===== src/rtl/mtt_req_arbiter.sv =====
// Round-robin arbiter that funnels NUM_REQ translation lookups into a single page-table walker,
// one outstanding walk at a time, with a walk timeout and flush abort.
module mtt_req_arbiter #(
   parameter int NUM_REQ     = 2,
   parameter int PADDR_W     = 56,
   parameter int ENTRY_W     = 64,
   parameter int TIMEOUT_CYC = 255
) (
   input  logic                         clk_i,
   input  logic                         rst_ni,
   input  logic                         flush_i,

   input  logic [NUM_REQ-1:0]           req_valid_i,
   output logic [NUM_REQ-1:0]           req_ready_o,
   input  logic [NUM_REQ*PADDR_W-1:0]   req_paddr_i,
   input  logic [NUM_REQ*2-1:0]         req_access_i,

   output logic [NUM_REQ-1:0]           rsp_valid_o,
   output logic                         rsp_allow_o,
   output logic                         rsp_fault_o,
   output logic [3:0]                   rsp_format_err_o,
   output logic [ENTRY_W-1:0]           rsp_entry_o,
   output logic                         timeout_o,

   output logic                         ptw_enable_o,
   output logic                         ptw_addr_valid_o,
   output logic [PADDR_W-1:0]           ptw_paddr_o,
   output logic [1:0]                   ptw_access_o,
   output logic                         ptw_flush_o,

   input  logic                         ptw_busy_i,
   input  logic                         ptw_valid_i,
   input  logic                         ptw_allow_i,
   input  logic                         ptw_fault_i,
   input  logic [3:0]                   ptw_format_err_i,
   input  logic [ENTRY_W-1:0]           ptw_entry_i
);

   localparam int PTR_W = (NUM_REQ > 1) ? $clog2(NUM_REQ) : 1;

   typedef enum logic [1:0] {
      IDLE  = 2'd0,
      ISSUE = 2'd1,
      WAIT  = 2'd2,
      RESP  = 2'd3
   } state_e;

   state_e               state_q, state_d;
   logic [PTR_W-1:0]     rr_ptr_q, rr_ptr_d;
   logic [PTR_W-1:0]     gnt_q, gnt_d;
   logic [PADDR_W-1:0]   paddr_q, paddr_d;
   logic [1:0]           access_q, access_d;
   logic [15:0]          cnt_q, cnt_d;

   logic                 ptw_enable_q, ptw_enable_d;
   logic                 addr_valid_q, addr_valid_d;
   logic                 ptw_flush_q, ptw_flush_d;
   logic                 timeout_q, timeout_d;
   logic                 rsp_valid_q, rsp_valid_d;
   logic                 allow_q, allow_d;
   logic                 fault_q, fault_d;
   logic [3:0]           fmt_q, fmt_d;
   logic [ENTRY_W-1:0]   entry_q, entry_d;

   logic [PTR_W-1:0]     arb_idx;
   logic                 arb_found;
   logic [PTR_W:0]       arb_sum;
   logic [PTR_W-1:0]     arb_cand;
   logic [PTR_W-1:0]     rr_next;
   logic                 handshake;
   logic                 walk_done;
   logic                 walk_timeout;
   logic                 rsp_fire;

   // The walker's busy flag carries no information this arbiter needs.
   logic                 unused_busy;
   assign unused_busy = ptw_busy_i;

   // Scan requesters starting at rr_ptr, wrapping modulo NUM_REQ; first set bit wins.
   always_comb begin
      arb_found = 1'b0;
      arb_idx   = '0;
      arb_sum   = '0;
      arb_cand  = '0;
      for (int k = 0; k < NUM_REQ; k++) begin
         arb_sum = {1'b0, rr_ptr_q} + (PTR_W+1)'(k);
         if (arb_sum >= (PTR_W+1)'(NUM_REQ)) begin
            arb_sum = arb_sum - (PTR_W+1)'(NUM_REQ);
         end
         arb_cand = arb_sum[PTR_W-1:0];
         if (!arb_found && req_valid_i[arb_cand]) begin
            arb_found = 1'b1;
            arb_idx   = arb_cand;
         end
      end
   end

   assign rr_next   = ({1'b0, arb_idx} == (PTR_W+1)'(NUM_REQ - 1)) ? '0 : arb_idx + 1'b1;
   assign handshake = rst_ni && (state_q == IDLE) && !flush_i && arb_found;

   always_comb begin
      req_ready_o = '0;
      if (handshake) begin
         req_ready_o[arb_idx] = 1'b1;
      end
   end

   assign walk_done    = ptw_valid_i | ptw_fault_i | (|ptw_format_err_i);
   assign walk_timeout = !walk_done && (cnt_q == 16'(TIMEOUT_CYC - 1));

   // Next-state and next-output logic; every walker-facing strobe is registered so it
   // lines up with the state it belongs to.
   always_comb begin
      state_d      = state_q;
      rr_ptr_d     = rr_ptr_q;
      gnt_d        = gnt_q;
      paddr_d      = paddr_q;
      access_d     = access_q;
      cnt_d        = cnt_q;
      ptw_enable_d = 1'b0;
      addr_valid_d = 1'b0;
      ptw_flush_d  = 1'b0;
      timeout_d    = 1'b0;
      rsp_valid_d  = 1'b0;
      allow_d      = allow_q;
      fault_d      = fault_q;
      fmt_d        = fmt_q;
      entry_d      = entry_q;

      unique case (state_q)
         IDLE: begin
            if (handshake) begin
               gnt_d        = arb_idx;
               rr_ptr_d     = rr_next;
               paddr_d      = req_paddr_i[arb_idx*PADDR_W +: PADDR_W];
               access_d     = req_access_i[arb_idx*2 +: 2];
               ptw_enable_d = 1'b1;
               addr_valid_d = 1'b1;
               state_d      = ISSUE;
            end
         end

         ISSUE: begin
            cnt_d = '0;
            if (flush_i) begin
               ptw_flush_d = 1'b1;
               state_d     = IDLE;
            end else begin
               ptw_enable_d = 1'b1;
               state_d      = WAIT;
            end
         end

         WAIT: begin
            cnt_d = cnt_q + 16'd1;
            if (flush_i) begin
               ptw_flush_d = 1'b1;
               state_d     = IDLE;
            end else if (walk_done) begin
               allow_d     = ptw_allow_i & ptw_valid_i & ~ptw_fault_i;
               fault_d     = ptw_fault_i;
               fmt_d       = ptw_format_err_i;
               entry_d     = ptw_entry_i;
               rsp_valid_d = 1'b1;
               state_d     = RESP;
            end else if (walk_timeout) begin
               allow_d     = 1'b0;
               fault_d     = 1'b1;
               fmt_d       = '0;
               entry_d     = '0;
               timeout_d   = 1'b1;
               ptw_flush_d = 1'b1;
               rsp_valid_d = 1'b1;
               state_d     = RESP;
            end else begin
               ptw_enable_d = 1'b1;
            end
         end

         RESP: begin
            state_d = IDLE;
         end

         default: begin
            state_d = IDLE;
         end
      endcase
   end

   always_ff @(posedge clk_i or negedge rst_ni) begin
      if (!rst_ni) begin
         state_q      <= IDLE;
         rr_ptr_q     <= '0;
         gnt_q        <= '0;
         paddr_q      <= '0;
         access_q     <= '0;
         cnt_q        <= '0;
         ptw_enable_q <= 1'b0;
         addr_valid_q <= 1'b0;
         ptw_flush_q  <= 1'b0;
         timeout_q    <= 1'b0;
         rsp_valid_q  <= 1'b0;
         allow_q      <= 1'b0;
         fault_q      <= 1'b0;
         fmt_q        <= '0;
         entry_q      <= '0;
      end else begin
         state_q      <= state_d;
         rr_ptr_q     <= rr_ptr_d;
         gnt_q        <= gnt_d;
         paddr_q      <= paddr_d;
         access_q     <= access_d;
         cnt_q        <= cnt_d;
         ptw_enable_q <= ptw_enable_d;
         addr_valid_q <= addr_valid_d;
         ptw_flush_q  <= ptw_flush_d;
         timeout_q    <= timeout_d;
         rsp_valid_q  <= rsp_valid_d;
         allow_q      <= allow_d;
         fault_q      <= fault_d;
         fmt_q        <= fmt_d;
         entry_q      <= entry_d;
      end
   end

   // A flush landing in the RESP cycle cancels the response that cycle.
   assign rsp_fire = rsp_valid_q & ~flush_i;

   always_comb begin
      rsp_valid_o = '0;
      if (rsp_fire) begin
         rsp_valid_o[gnt_q] = 1'b1;
      end
   end

   assign rsp_allow_o      = rsp_fire & allow_q;
   assign rsp_fault_o      = rsp_fire & fault_q;
   assign rsp_format_err_o = rsp_fire ? fmt_q   : '0;
   assign rsp_entry_o      = rsp_fire ? entry_q : '0;
   assign timeout_o        = timeout_q;

   assign ptw_enable_o     = ptw_enable_q;
   assign ptw_addr_valid_o = addr_valid_q;
   assign ptw_paddr_o      = paddr_q;
   assign ptw_access_o     = access_q;
   assign ptw_flush_o      = ptw_flush_q;

endmodule


===== config.mk =====
export PLATFORM = sky130hd
export DESIGN_NAME = mtt_req_arbiter
export DESIGN_NICKNAME = d
export VERILOG_FILES = /design/src/rtl/mtt_req_arbiter.sv
export SDC_FILE = /design/constraint.sdc
export NUM_CORES = 1
export LEC_CHECK = 0
export CAP_MARGIN = 20
export CORE_MARGIN = 4
export CORE_UTILIZATION = 38
export CTS_BUF_LIST = sky130_fd_sc_hd__clkbuf_4 sky130_fd_sc_hd__clkbuf_8
export DETAILED_ROUTE_END_ITERATION = 8
export PLACE_DENSITY = 0.79
export SLEW_MARGIN = 40
export SYNTH_ARGS = -nofsm -noshare
export SYNTH_HDL_FRONTEND = slang
export SYNTH_SLANG_ARGS = --single-unit

===== constraint.sdc =====
create_clock -name clk_i -period 2.33 [get_ports clk_i]
set_clock_uncertainty 0.1 [all_clocks]
set_input_delay 0.233 -clock clk_i [delete_from_list [all_inputs] [get_ports clk_i]]
set_output_delay 0.233 -clock clk_i [all_outputs]
set_load 0.005 [all_outputs]

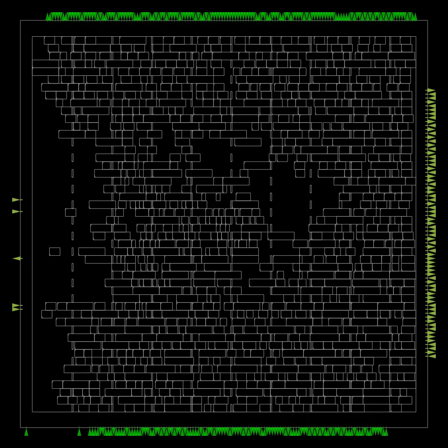
**Above:** placed standard cells.
Seq area share: 33.81%
core area: 17420 sq um
Tap Count: 225
flip-flops: 153
# fillers: 1364

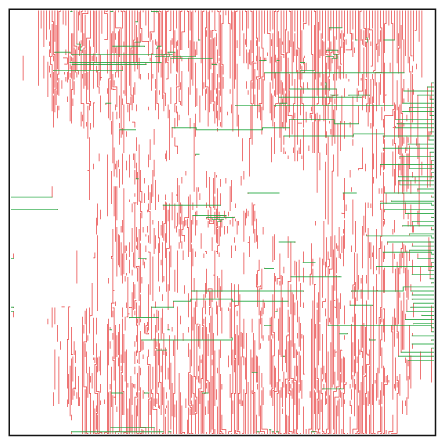
**Above:** signal wires by layer.
Scale: 3 px per um. Only two layers are drawn.
[red] met2 | wire length: 12800 um
[green] met3 | wire length: 1380 um
WL per Instance: 21.48 um
via count: 6076
final WL: 24940 um
total track usage: 23.80%

==> results.toml <==
# yosys + openroad results
[global_route]
grt_pass1_wl_um = 36800
grt_max_degree = 154
grt_pass1_vias = 6222
grt-ovfl-total = 0
antenna_found_initial = 3

[critical_path]
worstSetupPathType = "reg2reg"
arrival_ps = 2720
r2r_cells = 6
cp_slowest_cell = "or4_4"
end_kind = "register"
cp.required_ps = 2560
cp-startpoint = "cnt_q[14]$_DFFE_PN0P_"
path_max_fanout = 6
max_stage_delay_ps = 540
endpoint = "entry_q[28]$_DFFE_PN0P_"
crit-reg2reg-launch = "cnt_q[14]$_DFFE_PN0P_"
crit_path_start_kind = "register"
crit_chain = "or4b_1, or4_4, a21o_4, buf_12, buf_16, a22o_1"
reg2reg_to = "entry_q[28]$_DFFE_PN0P_"
reg2reg_setup_slack_ps = -150

[finish]
fin_nets = 1122
final_cell_mix = "clkdlybuf4s50_1 (278), dfrtp_1 (153), and2_1 (131)"
layout_top_cell = "clkdlybuf4s50_1"
synthToLayoutAreaGrowth_pct = 66.96
final_area_sq_um = 11320
final_layout_size_suffix_gt1_share_pct = 9.968

[status]
outcome = "finished, violations left"
violations = "negative setup slack"

[synthesis]
synth_simple_gate_area_share_pct = 17.65
synth-compound-area-share_pct = 19.20
yosysChipArea_sq_um = 6783
syn_inst = 578
adder_share_pct = 1.291
numSynthFlops = 153
synthDistinctLibCells = 36
avgSynthCellArea_sq_um = 11.73
yosysWarnings = 0
ys_top_logic_family = "AND-OR/OR-AND gates"
postSynthSeqShare_pct = 56.45
synth.cell_area_sq_um = 6783
synth.net_count = 778
synth-cells-yosys = 578
mux_share_pct = 0.7932
xor_area_share_pct = 1.033

[floorplanning]
row_count = 48
die_width_um = 141.6
chipHeight_um = 141.6
chipArea_sq_um = 20050
io_pins = 329
initCoreUtil_pct = 38.94

[clock_tree]
clockRootBuffer = "clkbuf_8"
path_clk_slew_ps = 80
clockBufferDepth = 2
htree_levels = 4
clock-sinks = 153
cts_buffers = 17
clk-insertion-delay-late_ps = 440
cts_tree = "done"

[final_timing]
finalCriticalPeriod_ps = 2483
finalSetupViolCount = 68
setup_ws_ps = -153.1
maxSlewViolCount = 0
fmax_ghz = 0.4027
post-route-period-util_pct = 106.6
slew_headroom_pct = 65.05
worst_pin_slew_ps = 524.3
grt_setup_unrepaired = "yes"
hold_viol_final = 0

[run]
max_cap_violations = 0
warning_count = 37

[placed_design]
gp_congestion = 0.8539
port_buffers = 327
dp_slack_ps = -31.40
placed_cell_area_sq_um = 10470
dp_hpwl_um = 17260

[power]
powerDensity_nw_per_um2 = 905.0
ir_drop_v = 0.0005875
power.leakage_nw = 5.641

[routing]
dr.first_iter.drc_count = 356
drc = 0
vias_per_cell = 5.233
antenna_left = 0
dr.pass1.iters = 5

[worst_hold_path]
min_path_type = "in2async"
per-layer routing:
metal	routed length, um	vias to the layer above	global-route usage (%)
met3	1380	41	5.865
li1	-	2802	-
met5	0	-	0
met1	10050	3024	29.52
met2	12830	209	40.71
met4	684	0	7.929
cell type report:
class | instances | area [sq um]
Fill cell | 1364 | 6092
Tap cell | 225 | 281.5
Sequential cell | 153 | 3829
Inverter | 11 | 41.29
Multi-Input combinational cell | 368 | 2784
Clock inverter | 10 | 121.4
Timing Repair Buffer | 371 | 3991
Clock buffer | 20 | 269.0
Antenna cell | 3 | 7.507
cell usage after synthesis, drive strengths merged:
cell type  number  area (sq um)
nand4b          2         17.52
or2             1         6.260
dfrtp         153          3829
ha              7         87.58
nor4            4         25.02
o31ai           2         15.01
buf             9         62.55
mux2i           2         20.02
nor2           21         78.83
nand4           5         31.28
inv            11         41.29
nand3b          2         15.01
xor2            1         8.760
and3            1         6.260
o32a            2         20.02
xnor2           7         61.31
a21o            4         30.03
o31a            1         8.760
a31oi           2         12.51
nand3           8         40.04
clkbuf         37         138.9
and4            1         8.760
nand2          10         37.54
a22o           68         595.6
or4             2         18.77
a221o          58         580.6
o21ai           8         40.04
or4b            1         10.01
mux2            3         33.78
and2          133         832.1
nor3            4         20.02
nor2b           6         37.54
nand2b          2         12.51
stage by stage:
step                util, %  std cells  hold WS [ps]  power, mW  TNS, ps
global placement      60.11       1115         355.8      7.914        0
floorplan                 -        578        -162.6      5.936   -412.5
CTS                   63.62       1154         250.3      10.25    -5306
detailed placement    60.11       1115         362.7      8.063   -594.3
finish                65.02       1161         246.2      10.25    -3525
global route          65.02       1161         243.8      10.86    -6607
power breakdown:
part | total, mW | switching [mW] | internal (mW)
Combinational | 3.91 | 1.40 | 2.51
Clock | 2.04 | 1.03 | 1.01
Sequential | 4.30 | 0.579 | 3.72
Total | 10.2 | 3.00 | 7.25
cells by family (layout without fill, tap and decap cells):
group / after synthesis / count (layout)
xor gates and xnor gates: 8 / 8
AOI/OAI and AO/OA: 145 / 145
other: 0 / 3
DFF: 153 / 153
muxes: 5 / 5
buffers and inverters: 57 / 412
adders and majority gates: 7 / 7
and+or+nand+nor: 203 / 203
flip-flops by register name (all words and copies together) (netlist names):
name and flops:
timeout_o 1, gnt_q 1, fmt_q 4, ptw_addr_valid_o 1
cnt_q 16, ptw_flush_o 1, ptw_enable_o 1, fault_q 1
ptw_access_o 2, allow_q 1, rsp_valid_q 1, state_q 2
rr_ptr_q 1, ptw_paddr_o 56, entry_q 64
critical path, delay by kind of cell, from the launching register on:
kind / cells / cell delay [ps]
flops: 1 / 390
compound gates: 2 / 530
buf+inv: 2 / 290
simple gates: 2 / 1060
what timing repair did:
item | 4_1_cts | 5_1_grt
endpoints found under the hold margin | 153 | 0
setup endpoints to repair | 46 | 112
gates resized | 9 | 66
cloned | 5 | 3
buffers inserted | 3 | 3
hold buffers | 1 | 0
pin swaps | 39 | 19
No activity file was given, so power comes from the tool's default toggle rates.
